### src/rtl/mips_pkg.sv
// Shared MIPS memory-stage types: address/data widths and the store buffer entry layout.
package mips_pkg;

    localparam int ADDR_W = 32;
    localparam int DATA_W = 32;

    // Word address only; byte offset bits are never stored.
    typedef struct packed {
        logic [ADDR_W-3:0] waddr;
        logic [DATA_W-1:0] data;
    } sb_entry_t;

endpackage

### src/rtl/sb_fwd_match.sv
// Age-ordered store-to-load forwarding match: walks queued entries oldest to youngest
// so the youngest matching entry wins.
module sb_fwd_match
    import mips_pkg::*;
#(
    parameter int DEPTH = 4,
    localparam int PW   = $clog2(DEPTH),
    localparam int CW   = $clog2(DEPTH + 1)
) (
    input  sb_entry_t [DEPTH-1:0] i_entries,
    input  logic [PW-1:0]         i_head,
    input  logic [CW-1:0]         i_count,
    input  logic [ADDR_W-3:0]     i_key,
    output logic                  o_hit,
    output logic [DATA_W-1:0]     o_data
);

    logic [PW-1:0] w_idx;

    always_comb begin
        o_hit  = 1'b0;
        o_data = '0;
        w_idx  = i_head;
        for (int k = 0; k < DEPTH; k++) begin
            // Offset k from head is age order; pointer wrap is free since DEPTH is a power of two.
            w_idx = i_head + PW'(k);
            if ((CW'(k) < i_count) && (i_entries[w_idx].waddr == i_key)) begin
                o_hit  = 1'b1;
                o_data = i_entries[w_idx].data;
            end
        end
    end

endmodule

### src/rtl/store_buffer.sv
// Posted-write store buffer between the memory stage and data memory: single-cycle store
// accept, in-order drain over valid/ready, youngest-match forwarding for loads.
module store_buffer
    import mips_pkg::*;
#(
    parameter int DEPTH  = 4,
    parameter int ADDR_W = mips_pkg::ADDR_W,
    parameter int DATA_W = mips_pkg::DATA_W
) (
    input  logic              clk,
    input  logic              rst,
    input  logic              MemWriteM,
    input  logic              MemReadM,
    input  logic [ADDR_W-1:0] ALUResultM,
    input  logic [DATA_W-1:0] WriteDataM,
    output logic [DATA_W-1:0] ReadDataM,
    output logic              StallM,
    output logic [ADDR_W-1:0] mem_raddr,
    input  logic [DATA_W-1:0] mem_rdata,
    output logic              mem_wvalid,
    output logic [ADDR_W-1:0] mem_waddr,
    output logic [DATA_W-1:0] mem_wdata,
    input  logic              mem_wready,
    output logic              sb_empty
);

    localparam int PW = $clog2(DEPTH);
    localparam int CW = $clog2(DEPTH + 1);

    sb_entry_t [DEPTH-1:0] r_entries;
    logic [PW-1:0]         r_head;
    logic [PW-1:0]         r_tail;
    logic [CW-1:0]         r_count;

    logic              w_full;
    logic              w_push;
    logic              w_pop;
    logic              w_hit;
    logic [DATA_W-1:0] w_fwd_data;
    logic              w_unused;

    // MemReadM is not needed: ReadDataM is driven by the load rule every cycle.
    assign w_unused = ^{MemReadM, ALUResultM[1:0]};

    assign w_full     = (r_count == CW'(DEPTH));
    // A full queue refuses the store even if the head pops this cycle.
    assign w_push     = MemWriteM & ~w_full;
    assign w_pop      = mem_wvalid & mem_wready;
    assign StallM     = MemWriteM & w_full;
    assign sb_empty   = (r_count == '0);

    assign mem_wvalid = ~sb_empty;
    assign mem_waddr  = {r_entries[r_head].waddr, 2'b00};
    assign mem_wdata  = r_entries[r_head].data;
    assign mem_raddr  = {ALUResultM[ADDR_W-1:2], 2'b00};

    always_ff @(posedge clk) begin
        if (rst) begin
            r_head  <= '0;
            r_tail  <= '0;
            r_count <= '0;
        end else begin
            if (w_push) r_tail <= r_tail + PW'(1);
            if (w_pop)  r_head <= r_head + PW'(1);
            r_count <= r_count + CW'(w_push) - CW'(w_pop);
        end
    end

    // Entry storage needs no reset; validity comes from head/count.
    always_ff @(posedge clk) begin
        if (w_push) begin
            r_entries[r_tail].waddr <= ALUResultM[ADDR_W-1:2];
            r_entries[r_tail].data  <= WriteDataM;
        end
    end

    sb_fwd_match #(.DEPTH(DEPTH)) u_fwd (
        .i_entries (r_entries),
        .i_head    (r_head),
        .i_count   (r_count),
        .i_key     (ALUResultM[ADDR_W-1:2]),
        .o_hit     (w_hit),
        .o_data    (w_fwd_data)
    );

    assign ReadDataM = w_hit ? w_fwd_data : mem_rdata;

endmodule

### config.mk
export PLATFORM = sky130hd
export DESIGN_NAME = store_buffer
export DESIGN_NICKNAME = d
export VERILOG_FILES = /design/src/rtl/mips_pkg.sv /design/src/rtl/sb_fwd_match.sv /design/src/rtl/store_buffer.sv
export SDC_FILE = /design/constraint.sdc
export NUM_CORES = 1
export LEC_CHECK = 0
export CAP_MARGIN = 10
export CORE_ASPECT_RATIO = 1.5
export CORE_MARGIN = 2
export CORE_UTILIZATION = 61
export CTS_BUF_LIST = sky130_fd_sc_hd__clkbuf_4 sky130_fd_sc_hd__clkbuf_8
export CTS_CLUSTER_DIAMETER = 80
export DETAILED_ROUTE_END_ITERATION = 8
export DONT_BUFFER_PORTS = 1
export PLACE_DENSITY = 0.79
export SYNTH_ARGS = -nofsm -noshare
export SYNTH_HDL_FRONTEND = slang
export SYNTH_SLANG_ARGS = --single-unit
### constraint.sdc
create_clock -name clk -period 4.2 [get_ports clk]
set_input_delay 0.84 -clock clk [delete_from_list [all_inputs] [get_ports clk]]
set_output_delay 0.84 -clock clk [all_outputs]
set_load 0.01 [all_outputs]
==> flow_summary.json <==
{
  "crit_path_frequent_cell": "buf_12",
  "run_status": "finished, violations left",
  "powerDensity_nw_per_um2": 517,
  "htree_levels": 2,
  "setup_violations": 32,
  "comb_power_share_pct": 50.2,
  "final_area_um2": 21700,
  "cpPeakStageDelay_ns": 0.58,
  "clock-root-buffer": "clkbuf_8",
  "p_clk_share_pct": 19.8,
  "cts_buffer_depth": 3,
  "failed_checks": "setup timing",
  "largest_class": "combinational gates",
  "dr.pass1.iters": 6,
  "fin_ws_ns": -0.618,
  "drcViolationCount": 0,
  "yosys_area_um2": 18200,
  "fmax_mhz": 208,
  "cp.arrival_ns": 3.98,
  "yosys-top-cells-area": "edfxtp_1, mux2i_1, mux4_2",
  "logic_area_um2": 10400,
  "min_path_cells": 1,
  "r2r_cells": 4
}
## kinds of logic after synthesis
group           Yosys count  share of synthesized area, %
fa+ha+maj                 9                         0.659
simple gates            409                          11.9
compound gates          320                          13.0
flops                   255                          41.7
other cells               1                        0.0206
buf+inv                 198                          6.09
mux                     296                          21.4
xor+xnor                110                          5.29
## through the flow
step / power [W] / std cells / hold WS (ns) / setup slack (ns) / setup TNS, ns
floorplan: 0.00695 / 1601 / 0.514 / 0.0229 / 0
global placement: 0.00845 / 2018 / 0.534 / -0.175 / -2.27
CTS: 0.0110 / 2105 / 0.300 / -0.562 / -16.58
global route: 0.0116 / 2109 / 0.314 / -0.747 / -20.58
detailed placement: 0.00858 / 2018 / 0.567 / -0.217 / -3.95
finish: 0.0112 / 2109 / 0.327 / -0.618 / -16.70
### The clock network

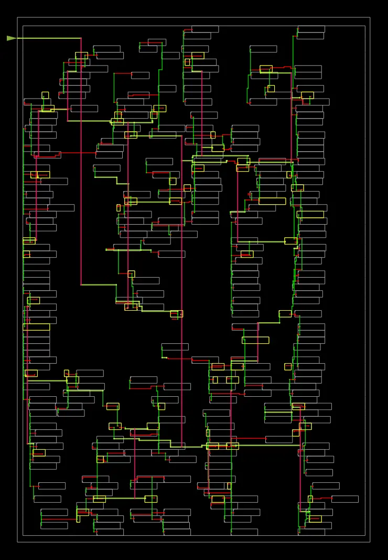
clock-net power: 0.00223 W
CTS Buf Count: 39
Seq cells: 255
skew final: 0.0208 ns

### Pin placement

(1.5 px per µm) Pins as bars across the die edge, other pins in grey.
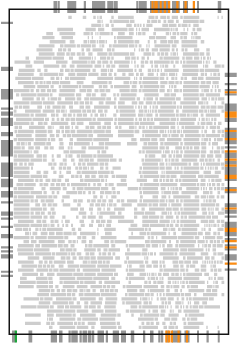
port	colour	pins	direction	edge
`ReadDataM`	orange	32	output	18 right, 9 top, 5 bottom
`MemReadM`	green	1	input	bottom

Power is estimated from default activity; no workload was simulated.
